$ cat config.mk
export PLATFORM = sky130hd
export DESIGN_NAME = btb_update_ctrl
export DESIGN_NICKNAME = d
export VERILOG_FILES = /design/src/rtl/btb_pkg.sv /design/src/rtl/btb_update_ctrl_fifo.sv /design/src/rtl/btb_update_ctrl.sv
export SDC_FILE = /design/constraint.sdc
export NUM_CORES = 1
export LEC_CHECK = 0
export ABC_CLOCK_PERIOD_IN_PS = 4790
export CORE_MARGIN = 10
export CORE_UTILIZATION = 45
export CTS_CLUSTER_SIZE = 25
export DETAILED_ROUTE_END_ITERATION = 16
export HOLD_SLACK_MARGIN = 0.03
export PLACE_DENSITY = 0.7
export SLEW_MARGIN = 15
export SYNTH_ARGS = -nofsm -noshare
export SYNTH_HDL_FRONTEND = slang
export SYNTH_SLANG_ARGS = --single-unit
export TNS_END_PERCENT = 50
$ cat constraint.sdc
create_clock -name clk -period 4.79 [get_ports clk]
set_clock_uncertainty 0.1 [all_clocks]
set_input_delay 0.7185 -clock clk [delete_from_list [all_inputs] [get_ports clk]]
set_output_delay 0.7185 -clock clk [all_outputs]
set_load 0.005 [all_outputs]
$ cat src/rtl/btb_pkg.sv
// rtl/btb_pkg.sv - shared widths, types and PC field helpers for the BTB update path
package btb_pkg;

  localparam int BTB_ADDR_W  = 32;
  localparam int BTB_SETS    = 8;
  localparam int BTB_INDEX_W = $clog2(BTB_SETS);
  localparam int BTB_TAG_W   = BTB_ADDR_W - BTB_INDEX_W - 2;

  localparam logic [1:0] CTR_ALLOC = 2'b10;

  typedef struct packed {
    logic [BTB_ADDR_W-1:0] pc;
    logic [BTB_ADDR_W-1:0] target;
    logic                  taken;
  } btb_upd_t;

  typedef enum logic [1:0] {
    IDLE,
    LOOKUP,
    DECIDE,
    WRITE
  } btb_state_e;

  function automatic logic [BTB_INDEX_W-1:0] pc_index(input logic [BTB_ADDR_W-1:0] pc);
    return BTB_INDEX_W'(pc >> 2);
  endfunction

  function automatic logic [BTB_TAG_W-1:0] pc_tag(input logic [BTB_ADDR_W-1:0] pc);
    return BTB_TAG_W'(pc >> (BTB_INDEX_W + 2));
  endfunction

  // Saturating 2-bit direction counter step
  function automatic logic [1:0] ctr_next(input logic [1:0] ctr, input logic taken);
    if (taken) begin
      return (ctr == 2'b11) ? ctr : ctr + 2'b01;
    end
    return (ctr == 2'b00) ? ctr : ctr - 2'b01;
  endfunction

endpackage

$ cat src/rtl/btb_update_ctrl_fifo.sv
// rtl/btb_update_ctrl_fifo.sv - pending-update FIFO of resolved branches (btb_upd_fifo)
module btb_upd_fifo
  import btb_pkg::*;
#(
  parameter int QDEPTH = 2
) (
  input  logic     clk,
  input  logic     rst_n,
  input  logic     push,
  input  btb_upd_t push_data,
  input  logic     pop,
  output btb_upd_t head,
  output logic     full,
  output logic     empty
);

  localparam int             PTR_W   = $clog2(QDEPTH);
  localparam logic [PTR_W:0] CNT_MAX = (PTR_W + 1)'(QDEPTH);

  btb_upd_t         mem_q [QDEPTH];
  btb_upd_t         mem_d [QDEPTH];
  logic [PTR_W-1:0] wr_ptr_q, wr_ptr_d;
  logic [PTR_W-1:0] rd_ptr_q, rd_ptr_d;
  logic [PTR_W:0]   cnt_q, cnt_d;
  logic             do_push, do_pop;

  assign full    = (cnt_q == CNT_MAX);
  assign empty   = (cnt_q == '0);
  assign head    = mem_q[rd_ptr_q];
  // A full FIFO refuses a push even when a pop happens in the same cycle
  assign do_push = push && !full;
  assign do_pop  = pop && !empty;

  always_comb begin
    mem_d    = mem_q;
    wr_ptr_d = wr_ptr_q;
    rd_ptr_d = rd_ptr_q;
    cnt_d    = cnt_q;
    if (do_push) begin
      mem_d[wr_ptr_q] = push_data;
      wr_ptr_d        = wr_ptr_q + PTR_W'(1);
    end
    if (do_pop) begin
      rd_ptr_d = rd_ptr_q + PTR_W'(1);
    end
    case ({do_push, do_pop})
      2'b10:   cnt_d = cnt_q + (PTR_W + 1)'(1);
      2'b01:   cnt_d = cnt_q - (PTR_W + 1)'(1);
      default: cnt_d = cnt_q;
    endcase
  end

  always_ff @(posedge clk or negedge rst_n) begin
    if (!rst_n) begin
      for (int i = 0; i < QDEPTH; i++) begin
        mem_q[i] <= '0;
      end
      wr_ptr_q <= '0;
      rd_ptr_q <= '0;
      cnt_q    <= '0;
    end else begin
      mem_q    <= mem_d;
      wr_ptr_q <= wr_ptr_d;
      rd_ptr_q <= rd_ptr_d;
      cnt_q    <= cnt_d;
    end
  end

endmodule

$ cat src/rtl/btb_update_ctrl.sv
// rtl/btb_update_ctrl.sv - BTB write-side controller: queue, lookup, decide, write and LRU update
module btb_update_ctrl
  import btb_pkg::*;
#(
  parameter  int ADDR_W  = BTB_ADDR_W,
  parameter  int SETS    = BTB_SETS,
  parameter  int QDEPTH  = 2,
  localparam int INDEX_W = $clog2(SETS),
  localparam int TAG_W   = ADDR_W - INDEX_W - 2
) (
  input  logic               clk,
  input  logic               rst_n,
  input  logic               ex_valid,
  output logic               ex_ready,
  input  logic [ADDR_W-1:0]  ex_pc,
  input  logic [ADDR_W-1:0]  ex_target,
  input  logic               ex_taken,
  output logic               arr_rd_en,
  output logic [INDEX_W-1:0] arr_rd_idx,
  input  logic [1:0]         arr_rd_vld,
  input  logic [TAG_W-1:0]   arr_rd_tag0,
  input  logic [TAG_W-1:0]   arr_rd_tag1,
  input  logic [1:0]         arr_rd_ctr0,
  input  logic [1:0]         arr_rd_ctr1,
  input  logic               lru_bit,
  output logic               arr_we,
  output logic [INDEX_W-1:0] arr_wr_idx,
  output logic               arr_wr_way,
  output logic [TAG_W-1:0]   arr_wr_tag,
  output logic [ADDR_W-1:0]  arr_wr_target,
  output logic [1:0]         arr_wr_ctr,
  output logic               update,
  output logic [INDEX_W-1:0] update_index,
  output logic               update_lru_write
);

  btb_state_e         state_q, state_d;
  btb_upd_t           op_q, op_d;
  btb_upd_t           ex_upd, fifo_head, next_op;
  logic               fifo_full, fifo_empty, fifo_push, fifo_pop;
  logic               more_work, go_lookup;

  logic               rd_en_q, rd_en_d;
  logic [INDEX_W-1:0] rd_idx_q, rd_idx_d;
  logic               we_q, we_d;
  logic [INDEX_W-1:0] wr_idx_q, wr_idx_d;
  logic               wr_way_q, wr_way_d;
  logic [TAG_W-1:0]   wr_tag_q, wr_tag_d;
  logic [ADDR_W-1:0]  wr_target_q, wr_target_d;
  logic [1:0]         wr_ctr_q, wr_ctr_d;

  logic [TAG_W-1:0]   op_tag;
  logic               hit0, hit1, need_write, dec_way;
  logic [1:0]         dec_ctr;

  assign ex_upd    = '{pc: ex_pc, target: ex_target, taken: ex_taken};
  assign ex_ready  = !fifo_full;
  assign fifo_push = ex_valid && !fifo_full;
  assign fifo_pop  = (state_q == LOOKUP);
  // A push in this cycle counts as pending work so an idle block reaches LOOKUP on the next edge
  assign more_work = !fifo_empty || fifo_push;
  assign next_op   = fifo_empty ? ex_upd : fifo_head;

  btb_upd_fifo #(
    .QDEPTH(QDEPTH)
  ) u_fifo (
    .clk      (clk),
    .rst_n    (rst_n),
    .push     (fifo_push),
    .push_data(ex_upd),
    .pop      (fifo_pop),
    .head     (fifo_head),
    .full     (fifo_full),
    .empty    (fifo_empty)
  );

  assign op_tag     = pc_tag(op_q.pc);
  assign hit0       = arr_rd_vld[0] && (arr_rd_tag0 == op_tag);
  assign hit1       = arr_rd_vld[1] && (arr_rd_tag1 == op_tag);
  assign need_write = hit0 || hit1 || op_q.taken;

  always_comb begin
    dec_way = 1'b0;
    dec_ctr = CTR_ALLOC;
    if (hit0) begin
      dec_way = 1'b0;
      dec_ctr = ctr_next(arr_rd_ctr0, op_q.taken);
    end else if (hit1) begin
      dec_way = 1'b1;
      dec_ctr = ctr_next(arr_rd_ctr1, op_q.taken);
    end else if (!arr_rd_vld[0]) begin
      dec_way = 1'b0;
    end else if (!arr_rd_vld[1]) begin
      dec_way = 1'b1;
    end else begin
      dec_way = ~lru_bit;
    end
  end

  always_comb begin
    state_d     = state_q;
    op_d        = op_q;
    go_lookup   = 1'b0;
    rd_en_d     = 1'b0;
    rd_idx_d    = '0;
    we_d        = 1'b0;
    wr_idx_d    = '0;
    wr_way_d    = 1'b0;
    wr_tag_d    = '0;
    wr_target_d = '0;
    wr_ctr_d    = '0;
    case (state_q)
      IDLE: begin
        go_lookup = more_work;
      end
      LOOKUP: begin
        state_d = DECIDE;
      end
      DECIDE: begin
        if (need_write) begin
          state_d     = WRITE;
          we_d        = 1'b1;
          wr_idx_d    = pc_index(op_q.pc);
          wr_way_d    = dec_way;
          wr_tag_d    = op_tag;
          wr_target_d = op_q.target;
          wr_ctr_d    = dec_ctr;
        end else if (more_work) begin
          go_lookup = 1'b1;
        end else begin
          state_d = IDLE;
        end
      end
      WRITE: begin
        if (more_work) begin
          go_lookup = 1'b1;
        end else begin
          state_d = IDLE;
        end
      end
      default: state_d = IDLE;
    endcase
    if (go_lookup) begin
      state_d  = LOOKUP;
      op_d     = next_op;
      rd_en_d  = 1'b1;
      rd_idx_d = pc_index(next_op.pc);
    end
  end

  always_ff @(posedge clk or negedge rst_n) begin
    if (!rst_n) begin
      state_q     <= IDLE;
      op_q        <= '0;
      rd_en_q     <= 1'b0;
      rd_idx_q    <= '0;
      we_q        <= 1'b0;
      wr_idx_q    <= '0;
      wr_way_q    <= 1'b0;
      wr_tag_q    <= '0;
      wr_target_q <= '0;
      wr_ctr_q    <= '0;
    end else begin
      state_q     <= state_d;
      op_q        <= op_d;
      rd_en_q     <= rd_en_d;
      rd_idx_q    <= rd_idx_d;
      we_q        <= we_d;
      wr_idx_q    <= wr_idx_d;
      wr_way_q    <= wr_way_d;
      wr_tag_q    <= wr_tag_d;
      wr_target_q <= wr_target_d;
      wr_ctr_q    <= wr_ctr_d;
    end
  end

  assign arr_rd_en        = rd_en_q;
  assign arr_rd_idx       = rd_idx_q;
  assign arr_we           = we_q;
  assign arr_wr_idx       = wr_idx_q;
  assign arr_wr_way       = wr_way_q;
  assign arr_wr_tag       = wr_tag_q;
  assign arr_wr_target    = wr_target_q;
  assign arr_wr_ctr       = wr_ctr_q;
  // The written way becomes MRU
  assign update           = we_q;
  assign update_index     = wr_idx_q;
  assign update_lru_write = wr_way_q;

endmodule
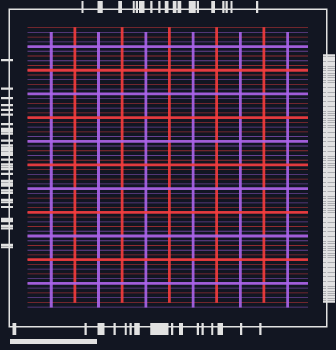
*Floorplan with the power grid, run 1*
Scale bar: 50 um. Pins as bars on the die edge.
[purple] VSS
[red] VDD
met1 rails: 60
signal pins: 205
rows: 59
met4 straps: 11
met5 straps: 11
worst vdd ir: 0.0005254 V
floorplan die width: 181.5 um
die span in y: 181.5 um
core region area: 0.02584 mm2

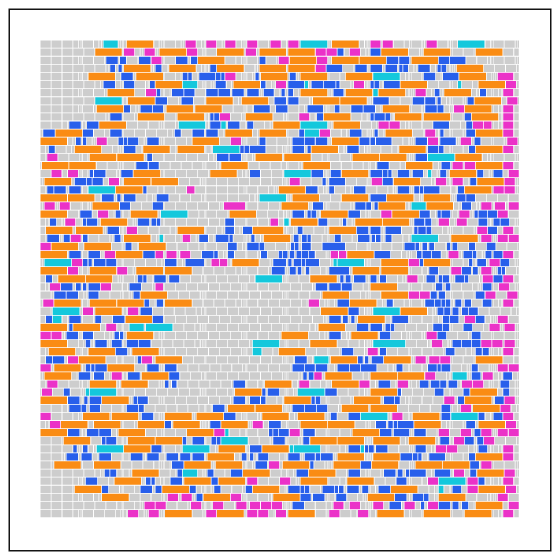
*Cell classes on the final placement, run 1*
Fill, decap, tap and diode cells in gray.
[orange] flops | cells: 265 | share of their area: 45%
[blue] combinational and other logic | cells: 590 | share of their area: 34%
[cyan] clock drivers and dummy loads | cells: 53 | share of their area: 6.4%
[magenta] other buffers and delay cells | cells: 214 | share of their area: 15%
post-route standard cell area excluding fillers: 0.01501 mm2
count of standard-cell rows: 59
Seq/total area: 44.20%

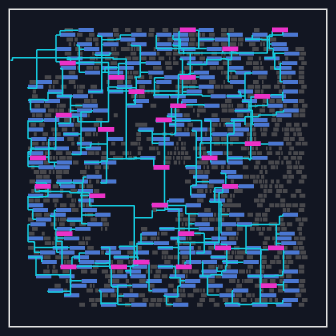
*Clock distribution, run 1*
[blue] flip-flops | count: 265
[magenta] clock drivers | count: 29
[cyan] clock wires | length: 3330 um
routed clock nets: 30
flops lie: widely spread
clock share of power: 21.8%
Clk. pwr: 2.17 mW
clock latency reported for the late side of the worst-skew pair: 0.55 ns

## run 1: worst max-delay path, stage by stage
cell and delay, ns:
sky130_fd_sc_hd__clkdlybuf4s50_1 0.42, sky130_fd_sc_hd__xnor2_1 0.14, sky130_fd_sc_hd__nand4_1 0.13, sky130_fd_sc_hd__nor4_1 0.10
sky130_fd_sc_hd__a41oi_1 0.51, sky130_fd_sc_hd__a41o_4 1.11, sky130_fd_sc_hd__mux2_2 0.43
## run 1: flip-flops by register name, summed over array words and instances (netlist names)
register,count
u_fifo.mem_q,126
op_q,63
arr_wr_target,32
arr_wr_tag,27
arr_rd_idx,3
arr_wr_idx,3
arr_wr_ctr,2
state_q,2
u_fifo.cnt_q,2
arr_rd_en,1
arr_we,1
arr_wr_way,1
u_fifo.rd_ptr_q,1
u_fifo.wr_ptr_q,1
## run 1: metal layers
| metal | up-vias | part of all wire, % | routed length, um | global-route usage [%] |
|---|---|---|---|---|
| met5 | - | 0.046 | 13 | 0 |
| met4 | 2 | 1.9 | 544 | 4.035 |
| met3 | 44 | 7.6 | 2175 | 4.871 |
| met2 | 202 | 46 | 13050 | 27.43 |
| met1 | 3733 | 45 | 12760 | 22.32 |
| li1 | 3519 | - | - | - |
## run 1: logic make-up after synthesis
family | synth area share (%)
compound gates | 3.818
xor+xnor | 4.404
fa+ha+maj | 0.6825
buf+inv | 2.399
flops | 56.52
mux | 24.22
simple gates | 7.956
## run 1: power groups by stage
| stage | Sequential [mW] | Combinational, mW | Clock [mW] |
|---|---|---|---|
| floorplan | 3.62 | 3.11 | 0 |
| global placement | 3.93 | 3.79 | 0 |
| detailed placement | 3.97 | 3.88 | 0 |
| CTS | 3.94 | 3.91 | 2.23 |
| global route | 4.05 | 4.23 | 2.32 |
| finish | 3.92 | 3.84 | 2.17 |
==> summary.json, run 1 <==
{
  "drt_first_iter_violations": {"value": 445},
  "clk_root_buffer_cell": {"value": "sky130_fd_sc_hd__clkbuf_16"},
  "number_of_clock_sinks": {"value": 265},
  "vias_in_the_first_global_route": {"value": 7901},
  "ctsHoldBuffers": {"value": 0},
  "setup_violations": {"value": 0},
  "pre_cts_ws": {"value": 0.9106, "unit": "ns"},
  "detail_route.wl_per_cell": {"value": 19.59, "unit": "um"},
  "ys.flop_type": {"value": "sky130_fd_sc_hd__dfrtp_1"},
  "r2r-start": {"value": "op_q[46]"},
  "dpl_cell_area": {"value": 0.01408, "unit": "mm2"},
  "status": {"value": "complete, no violations"},
  "setup.reg_to_reg.worst_slack": {"value": 1.59, "unit": "ns"},
  "globalRouteOverflowTotal": {"value": 0},
  "share_of_final_layout_standard_cells_stronger_than_drive_strength_1": {"value": 22.37, "unit": "%"},
  "fmaxAchievable": {"value": 306.1, "unit": "MHz"},
  "p_per_area": {"value": 661.4, "unit": "mW/mm2"},
  "rsz0062_at_grt": {"value": "false"},
  "p_leak": {"value": 6.470, "unit": "nW"},
  "report.final.slew_viol_count": {"value": 0},
  "worst_setup_path_endpoint": {"value": "op_q[22]"},
  "switching_fraction": {"value": 32.31, "unit": "%"},
  "clkTransAtPathRegs": {"value": 0.06, "unit": "ns"},
  "synth_flop_count": {"value": 265},
  "netlist.area_leader.share": {"value": 56.52, "unit": "%"},
  "rr_worst_depth": {"value": 6},
  "yosys-top-cells-count": {"value": "sky130_fd_sc_hd__dfrtp_1 (265), sky130_fd_sc_hd__mux2_2 (163), sky130_fd_sc_hd__nand2_1 (70), sky130_fd_sc_hd__o21ai_0 (67), sky130_fd_sc_hd__and2_1 (66)"},
  "cp_max_fo": {"value": 67},
  "num-fill-cells": {"value": 2133}
}
--- run 2 (diff from run 1) ---
ABC_CLOCK_PERIOD_IN_PS = 3300   (was 4790)
clock period = 3.3 ns   (was 4.79 ns; I/O delays follow)
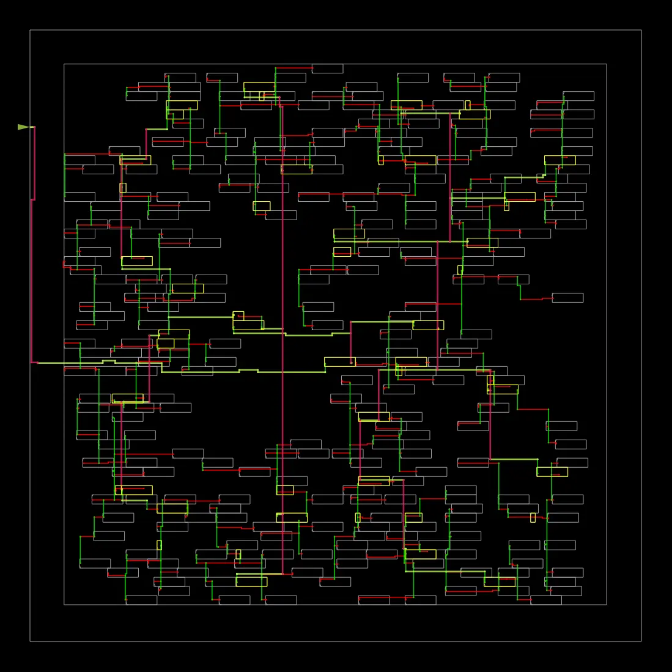
*The clock network, run 2*
Inserted Clock Buffers: 29
Clk. pwr: 2.98 mW
num sequential: 265
number of clock sinks: 265
clock tree buffer count of the final layout: 44

==> summary.json, run 2 <==
{
  "cp_max_fo": {"value": 28},
  "die_w": {"value": 181.5, "unit": "um"},
  "status": {"value": "complete, no violations"},
  "ys.flop_type": {"value": "sky130_fd_sc_hd__dfrtp_1"},
  "path_common_cell": {"value": "sky130_fd_sc_hd__nand4_1"},
  "drt_first_iter_violations": {"value": 343},
  "share_of_final_layout_standard_cells_stronger_than_drive_strength_1": {"value": 22.63, "unit": "%"},
  "max_flop_register": {"value": "u_fifo.mem_q"},
  "netlist.area_leader.share": {"value": 56.52, "unit": "%"},
  "placement_rows": {"value": 59},
  "num-fill-cells": {"value": 2107},
  "setup.reg_to_reg.worst_slack": {"value": 0.55, "unit": "ns"},
  "yosys-top-cells-count": {"value": "sky130_fd_sc_hd__dfrtp_1 (265), sky130_fd_sc_hd__mux2_2 (163), sky130_fd_sc_hd__nand2_1 (70), sky130_fd_sc_hd__o21ai_0 (67), sky130_fd_sc_hd__and2_1 (66)"},
  "final_cell_area": {"value": 0.01512, "unit": "mm2"},
  "synth_flop_count": {"value": 265},
  "report.final.slew_viol_count": {"value": 0},
  "crit_chain": {"value": "xnor2_1 -> nand4_1 -> nor4_1 -> nand4_1 -> a41o_4 -> buf_12 -> mux2_4"},
  "cpPeakStageDelay": {"value": 0.45, "unit": "ns"},
  "highest_layer": {"value": "met5"},
  "pre_cts_ws": {"value": 0.1258, "unit": "ns"},
  "path_delay_family": {"value": "simple AND/OR/NAND/NOR gates"},
  "globalRouteOverflowTotal": {"value": 0},
  "clk-insertion-delay-late": {"value": 0.55, "unit": "ns"},
  "fmaxAchievable": {"value": 363.5, "unit": "MHz"},
  "crit_slowest_cell": {"value": "sky130_fd_sc_hd__dfrtp_1"},
  "die_height": {"value": 181.5, "unit": "um"},
  "vias_in_the_first_global_route": {"value": 7818},
  "rr_worst_depth": {"value": 7}
}
## run 2: worst max-delay path by stage
stage                          from  endpoint  depth (start not counted)
floorplan           arr_rd_tag0[15]   op_q[1]                          8
global placement     arr_rd_tag1[0]   op_q[3]                          8
detailed placement   arr_rd_tag1[0]   op_q[2]                          8
CTS                        op_q[38]   op_q[2]                          7
global route               op_q[38]  op_q[32]                          7
finish                     op_q[38]   op_q[3]                          7
## run 2: timing repair
item / 4_1_cts / 5_1_grt
hold endpoints to repair: 79 / 0
resized: 0 / 0
hold buffers: 1 / 0
## run 2: area by class of cell
class / instances / area, um2 / area share [%]
Sequential cell: 265 / 6635 / 43.89
Tap cell: 335 / 419.2 / 2.773
Clock buffer: 44 / 842.1 / 5.570
Multi-Input combinational cell: 584 / 4870 / 32.21
Clock inverter: 5 / 28.78 / 0.1904
Inverter: 6 / 22.52 / 0.1490
Timing Repair Buffer: 223 / 2300 / 15.21
## run 2: logic make-up (layout without fill, tap and decap cells)
family	Yosys count	in the layout	share of synthesized area [%]
buffers and inverters	59	278	2.399
muxes	251	251	24.22
xor gates and xnor gates	59	59	4.404
AOI/OAI and AO/OA	83	83	3.818
adders and majority gates	7	7	0.6825
DFF	265	265	56.52
and+or+nand+nor	184	184	7.956
## run 2: metal layers
layer | vias to the layer above | GRT usage (%)
li1 | 3530 | -
met1 | 3682 | 22.52
met2 | 216 | 26.25
met3 | 41 | 4.592
met4 | 2 | 4.068
met5 | - | 0
## run 2: where the power goes
group | leakage [nW] | switching, mW | internal, mW
combinational | 2.80 | 2.39 | 3.37
clock | 0.431 | 1.24 | 1.74
sequential | 3.28 | 1.00 | 4.64
--- run 3 (diff from run 2) ---
ABC_CLOCK_PERIOD_IN_PS = 2300   (was 3300)
PLACE_DENSITY = 0.72   (was 0.7)
clock period = 2.3 ns   (was 3.3 ns; I/O delays follow)
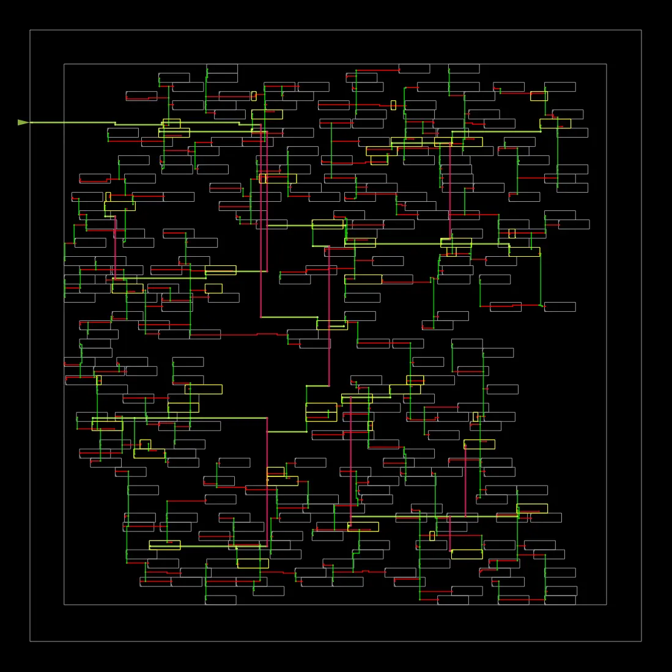
*The clock network, run 3*
clock latency reported for the late side of the worst-skew pair: 0.53 ns
Clk. pwr: 4.51 mW
clock tree buffer count of the final layout: 43

==> summary.json, run 3 <==
{
  "die_height": {"value": 181.5, "unit": "um"},
  "detail_route.wl_per_cell": {"value": 19.94, "unit": "um"},
  "fin_util": {"value": 61.49, "unit": "%"},
  "number_of_flip_flops_under_the_largest_register_name": {"value": 126},
  "violations_in_the_final_reports": {"value": "negative setup slack"},
  "ys.flop_type": {"value": "sky130_fd_sc_hd__dfrtp_1"},
  "rr_worst_depth": {"value": 7},
  "max_flop_register": {"value": "u_fifo.mem_q"},
  "report.final.slew_viol_count": {"value": 0},
  "rsz0062_at_grt": {"value": "true"},
  "floorplan_core_density": {"value": 45.41, "unit": "%"},
  "number_of_clock_sinks": {"value": 265},
  "clk_root_buffer_cell": {"value": "sky130_fd_sc_hd__clkbuf_16"},
  "critical_path_class": {"value": "register to register"},
  "cell_internal_pwr": {"value": 15.03, "unit": "mW"},
  "synth_flop_count": {"value": 265},
  "final_cell_area": {"value": 0.01589, "unit": "mm2"},
  "cp_max_fo": {"value": 27},
  "share_of_final_layout_standard_cells_stronger_than_drive_strength_1": {"value": 28.06, "unit": "%"},
  "setup.reg_to_reg.worst_slack": {"value": -0.14, "unit": "ns"},
  "crit_start": {"value": "op_q[46]"},
  "status": {"value": "finished with violations"},
  "p_leak": {"value": 6.922, "unit": "nW"},
  "yosys-top-cells-count": {"value": "sky130_fd_sc_hd__dfrtp_1 (265), sky130_fd_sc_hd__mux2_2 (163), sky130_fd_sc_hd__nand2_1 (70), sky130_fd_sc_hd__o21ai_0 (67), sky130_fd_sc_hd__and2_1 (66)"},
  "power.switching": {"value": 6.996, "unit": "mW"},
  "ir_worst_vdd": {"value": 0.0006718, "unit": "V"},
  "drt_first_iter_violations": {"value": 489},
  "grt_max_degree": {"value": 102},
  "dpl_cell_area": {"value": 0.01471, "unit": "mm2"},
  "critical_path.reg2reg.endpoint": {"value": "op_q[4]"},
  "setup_violations": {"value": 124},
  "r2r-start": {"value": "op_q[46]"},
  "globalRouteOverflowTotal": {"value": 0},
  "fmaxAchievable": {"value": 410.2, "unit": "MHz"},
  "worst_slack_setup_final": {"value": -0.1379, "unit": "ns"},
  "pre_cts_ws": {"value": -0.9529, "unit": "ns"},
  "die_w": {"value": 181.5, "unit": "um"},
  "clock_power_share": {"value": 20.5, "unit": "%"},
  "switching_fraction": {"value": 31.77, "unit": "%"},
  "final_common_cell": {"value": "sky130_fd_sc_hd__dfrtp_1"},
  "clkTransAtPathRegs": {"value": 0.06, "unit": "ns"},
  "power_frac_comb": {"value": 43.5, "unit": "%"},
  "worst_setup_path_endpoint": {"value": "op_q[4]"},
  "design.core.area": {"value": 0.02584, "unit": "mm2"},
  "ctsHoldBuffers": {"value": 1},
  "p_per_area": {"value": 1386, "unit": "mW/mm2"},
  "netlist.area_leader.share": {"value": 56.52, "unit": "%"},
  "vias_in_the_first_global_route": {"value": 8122},
  "layout.nets": {"value": 1297},
  "pwr-share-seq": {"value": 36.1, "unit": "%"}
}
-- run 3: area by class of cell --
class | count | area, um2
tap | 335 | 419.2
multi-input combinational | 584 | 4975
sequential | 265 | 6639
antenna | 2 | 5.005
clock inverter | 6 | 86.33
clock buffer | 43 | 848.3
fill | 2012 | 9951
inverter | 6 | 22.52
timing repair buffer | 279 | 2892
-- run 3: power groups by stage --
| stage | clock, mW | combinational [mW] | sequential [mW] |
|---|---|---|---|
| after floorplan | 0 | 6.49 | 7.53 |
| after global placement | 0 | 9.16 | 7.91 |
| after detailed placement | 0 | 9.44 | 7.99 |
| after CTS | 4.62 | 9.55 | 7.94 |
| after global routing | 4.80 | 10.4 | 8.17 |
| final | 4.51 | 9.57 | 7.94 |
-- run 3: metal layers --
metal | vias to the layer above | track usage (%) | wire (um)
met5 | - | 0 | 24
met4 | 4 | 2.994 | 383
met3 | 32 | 4.831 | 1928
met2 | 193 | 28.02 | 13910
met1 | 3840 | 23.44 | 14060
li1 | 3649 | - | -
-- run 3: worst max-delay path, cell delays in order, from the launching register on --
cell,delay (ns)
sky130_fd_sc_hd__dfrtp_2,0.49
sky130_fd_sc_hd__xnor2_2,0.18
sky130_fd_sc_hd__nand4_1,0.16
sky130_fd_sc_hd__nor4_2,0.31
sky130_fd_sc_hd__nand4_1,0.22
sky130_fd_sc_hd__a41o_4,0.35
sky130_fd_sc_hd__buf_12,0.19
sky130_fd_sc_hd__mux2_4,0.31
-- run 3: kinds of logic (layout without fill, tap and decap cells) --
family                   count (synthesis)  in the layout  synth area share, %
multiplexers                           251            251                24.22
flip-flops                             265            265                56.52
adder cells (fa/ha/maj)                  7              7               0.6825
other                                    0              2                    0
buffers and inverters                   59            334                2.399
AND-OR/OR-AND                           83             83                3.818
AND/OR/NAND/NOR                        184            184                7.956
XOR/XNOR                                59             59                4.404
Power and IR drop assume default switching activity.
